### src/rtl/harmonic_sequencer.sv
// harmonic_sequencer: per-sample frame sequencer that dispatches harmonics to two adders and hands totals to the DAC.
// Optional comb muting is built only when COMB_FILTER_EN is defined.
module harmonic_sequencer #(
  parameter int NO_OF_HARMONICS = 50,
  parameter int SAMPLE_INTERVAL = 1500
) (
  input  logic        i_Clock,
  input  logic        i_Reset,
  input  logic        i_Sample_Ready,
  input  logic        i_Freq_Too_High,
  input  logic [1:0]  i_Adder_Ready,
  input  logic [15:0] i_Comb_Interval,
  output logic [7:0]  o_Harmonic,
  output logic        o_Next_Sample,
  output logic [1:0]  o_Adder_Start,
  output logic        o_Adder_Clear,
  output logic        o_Mult_Start,
  output logic        o_Mult_Restart,
  output logic        o_Latch_Totals,
  output logic        o_DAC_Send,
  output logic        o_Overrun
);
  localparam int TW = $clog2(SAMPLE_INTERVAL + 1);
  typedef enum logic [2:0] {INIT, DISPATCH, STEP, DRAIN, WAIT_DONE, CAPTURE, CLEAR, WAIT_TICK} state_t;
  state_t state, state_d;
  logic [TW-1:0] timer;
  logic tick, go, last, muted;
  logic [7:0] harm_d;
  logic next_d, clear_d, mult_d, restart_d, latch_d, dac_d;
  logic [1:0] start_d;
  assign tick = timer == TW'(SAMPLE_INTERVAL - 1);
  assign go = i_Sample_Ready && i_Adder_Ready[o_Harmonic[0]];
  assign last = o_Harmonic == 8'(NO_OF_HARMONICS - 1) || i_Freq_Too_High;
`ifdef COMB_FILTER_EN
  // comb_cnt hits zero on every harmonic whose (index+1) is a multiple of C
  logic [15:0] comb_c, comb_cnt;
  logic comb_on;
  assign muted = comb_on && comb_cnt == 16'd0;
  always_ff @(posedge i_Clock)
    if (i_Reset) begin
      comb_c <= 16'd0;
      comb_cnt <= 16'd0;
      comb_on <= 1'b0;
    end else if (state == INIT) begin
      comb_c <= i_Comb_Interval;
      comb_cnt <= i_Comb_Interval - 16'd1;
      comb_on <= i_Comb_Interval > 16'd1;
    end else if (state == DISPATCH && go)
      comb_cnt <= muted ? comb_c - 16'd1 : comb_cnt - 16'd1;
`else
  logic unused_comb;
  assign unused_comb = ^i_Comb_Interval;
  assign muted = 1'b0;
`endif
  always_comb begin
    state_d = state;
    harm_d = o_Harmonic;
    next_d = 1'b0;
    start_d = 2'b00;
    clear_d = 1'b0;
    mult_d = 1'b0;
    restart_d = 1'b0;
    latch_d = 1'b0;
    dac_d = 1'b0;
    case (state)
      INIT: begin
        restart_d = 1'b1;
        harm_d = 8'd0;
        state_d = DISPATCH;
      end
      DISPATCH: if (go) begin
        next_d = 1'b1;
        start_d = muted ? 2'b00 : (o_Harmonic[0] ? 2'b10 : 2'b01);
        harm_d = o_Harmonic + 8'd1;
        state_d = last ? DRAIN : STEP;
      end
      STEP: begin
        mult_d = 1'b1;
        state_d = DISPATCH;
      end
      DRAIN: state_d = WAIT_DONE;
      WAIT_DONE: state_d = i_Adder_Ready == 2'b11 ? CAPTURE : WAIT_DONE;
      CAPTURE: begin
        latch_d = 1'b1;
        state_d = CLEAR;
      end
      CLEAR: begin
        clear_d = 1'b1;
        state_d = WAIT_TICK;
      end
      WAIT_TICK: if (tick) begin
        dac_d = 1'b1;
        state_d = INIT;
      end
      default: state_d = INIT;
    endcase
  end
  always_ff @(posedge i_Clock)
    if (i_Reset) begin
      state <= INIT;
      timer <= '0;
      o_Harmonic <= 8'd0;
      o_Next_Sample <= 1'b0;
      o_Adder_Start <= 2'b00;
      o_Adder_Clear <= 1'b0;
      o_Mult_Start <= 1'b0;
      o_Mult_Restart <= 1'b0;
      o_Latch_Totals <= 1'b0;
      o_DAC_Send <= 1'b0;
      o_Overrun <= 1'b0;
    end else begin
      state <= state_d;
      timer <= tick ? '0 : timer + TW'(1);
      o_Harmonic <= harm_d;
      o_Next_Sample <= next_d;
      o_Adder_Start <= start_d;
      o_Adder_Clear <= clear_d;
      o_Mult_Start <= mult_d;
      o_Mult_Restart <= restart_d;
      o_Latch_Totals <= latch_d;
      o_DAC_Send <= dac_d;
      o_Overrun <= o_Overrun | (tick && state != WAIT_TICK);
    end
endmodule

### config.mk
export PLATFORM = sky130hd
export DESIGN_NAME = harmonic_sequencer
export DESIGN_NICKNAME = d
export VERILOG_FILES = /design/src/rtl/harmonic_sequencer.sv
export SDC_FILE = /design/constraint.sdc
export NUM_CORES = 1
export LEC_CHECK = 0
export CORE_MARGIN = 4
export CORE_UTILIZATION = 50
export DETAILED_ROUTE_END_ITERATION = 7
export PLACE_DENSITY_LB_ADDON = 0.3
export SETUP_SLACK_MARGIN = 0.05
export SLEW_MARGIN = 40
export SYNTH_ARGS = -nofsm -noshare
export SYNTH_HDL_FRONTEND = slang
export SYNTH_SLANG_ARGS = --single-unit
export TNS_END_PERCENT = 10
### constraint.sdc
create_clock -name i_Clock -period 4 [get_ports i_Clock]
set_input_delay 0.8 -clock i_Clock [delete_from_list [all_inputs] [get_ports i_Clock]]
set_output_delay 0.8 -clock i_Clock [all_outputs]
set_load 0.1 [all_outputs]
### Ports around the boundary

(8 px per um) Pins as bars across the die edge, other pins in gray.
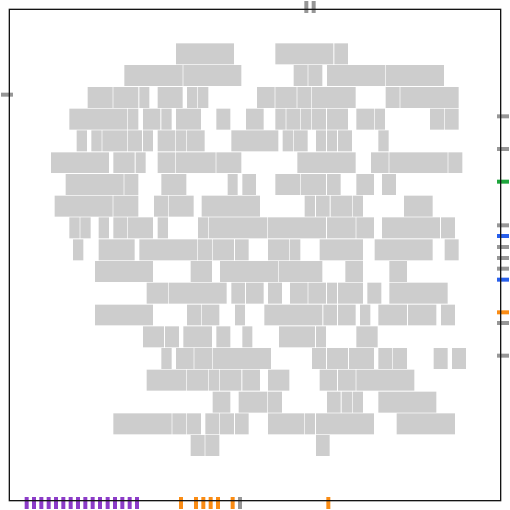
port	color	pins	direction	edge
o_Latch_Totals	green	1	output	right
o_Harmonic	orange	8	output	7 bottom, 1 right
i_Comb_Interval	purple	16	input	bottom
o_Adder_Start	blue	2	output	right
all pins by edge	24 bottom, 12 right, 2 top, 1 left

### A small window of the routed layout

Window x 18 to 43, y 6 to 31 um. Cells in gray, sequential cells in the stronger gray; small squares are vias.
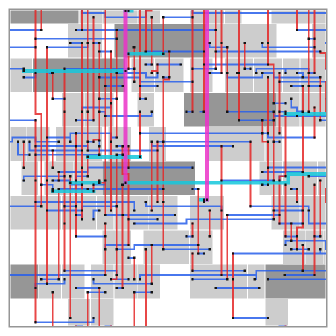
layer	color
met2	red
met4	magenta
met3	cyan
met1	blue
netlist names of flops here include	o_Harmonic (4), state (1)
cells with their middle in the window	54
most frequent	buf_2 (7), nand2_1 (6)
sequential cells in the window	5

==> results.txt <==
impl run done, here's what came out: routed vias=1,204, Setup crit start kind=register, Avg Cell Area, Syn=8.86 um^2, instance area at placement=1540 um^2, Fin Setup TNS=0 ns, Synth mux share=1.06%, buffering overhead=8.46%, Setup-failing EPs final=0, hold path endpoint=timer[0], Log Warnings=43, clock-cell share of area=3.53%, status=complete, no violations, post-CTS sizing=0, hold depth=1, routed wl met2=1.34 mm, Basic Gates by Area=27.2%, hold violation count in the final report=0, pwr dens=363 nW/um^2, Hold Crit Start=timer[0], Switching Fraction=27.7%, Top Registers=timer x11, o_Harmonic x8, state x3, initial antenna violation count=0, leakage power=0.000637 uW, Yosys chip area=1420 um^2, Max Fclk=449 MHz, clock buffer count=6, DRT Wirelength=2.78 mm, setup repair bufs after CTS=0, crit path max fanout=12, Power, Total=580 uW, hold buffer count at cts=0, RR Endpoint=o_Harmonic[7], die width=61.2 um, Critical Path Stages=1, die height=61.2 um, # DRC=0, fin. max-slew vios=0, Core ar.=2730 um^2, busiest grt layer=met2, first-pass GRT wire length=4.71 mm, Critical Path Sink=o_Harmonic[0], relative max-transition margin=65.4%, Crit-path slowest cell=dfxtp_1, row count=19, cells in synth_stat.txt=160, wire length on met3=192 um, 1st-iter DRT viols=40, clk_lat worst skew=0.33 ns, GR Overflow Total=0, Post-Syn Area=1420 um^2, synth warn=0, DPL Wire Length=2.05 mm, io pins=39, n_taps=31, final worst path period share=55.6%, root buffer cell=clkbuf_4, H-tree levels=2, dominant register cell=dfxtp_1, Final nets=207, critical path data required time=3.20 ns, Logic pwr share=11.9%, Top Consumer=registers, critical path class=register to primary output, r2r startpoint=o_Harmonic[0], Clock Pin Slew Worst Setup and Hold Paths=0.09 ns, Net Count, Synth=185, critical path buffer and inverter count=1, Net Sw Power=161 uW, top cells by count, synth=31 x dfxtp_1, 17 x nor2_1, 14 x nand2_1, reg2reg setup slack=2.27 ns, Slew @ Worst Pin=0.517 ns, Non-CTS buffers=22, Seq share, synth=43.8%, Metal-1 WL=1.18 mm, WHS=0.470 ns, Combinational Gates=116, post-synth top area cell=dfxtp_1, FP Core Util=51.9%, Filler cells=239, DR vias/cell=5.65, CTS tree=done, CP endpoint kind=primary output, clock network power=183 uW, Synth Area in XOR/XNOR=5.56%, Top Metal Used=met4, Seq pwr share=56.6%, critical path cell sequence=buf_2, internal power=419 uW, Clk pwr share=31.6%, fin worst setup slack=1.77 ns, max FFs per register=11, Core Util, Final=58.4%, gpl congestion=0.784, grt met2 use=27.5%, met1 Use GR=20.1%, dpl ws=1.57 ns, number of global-route vias before repair=1,090, total CTS buffers=5, DR WL/cell=13.1 um, Leading cell kind=logic gates, clock sink count=31
Power is estimated from default activity; no workload was simulated.
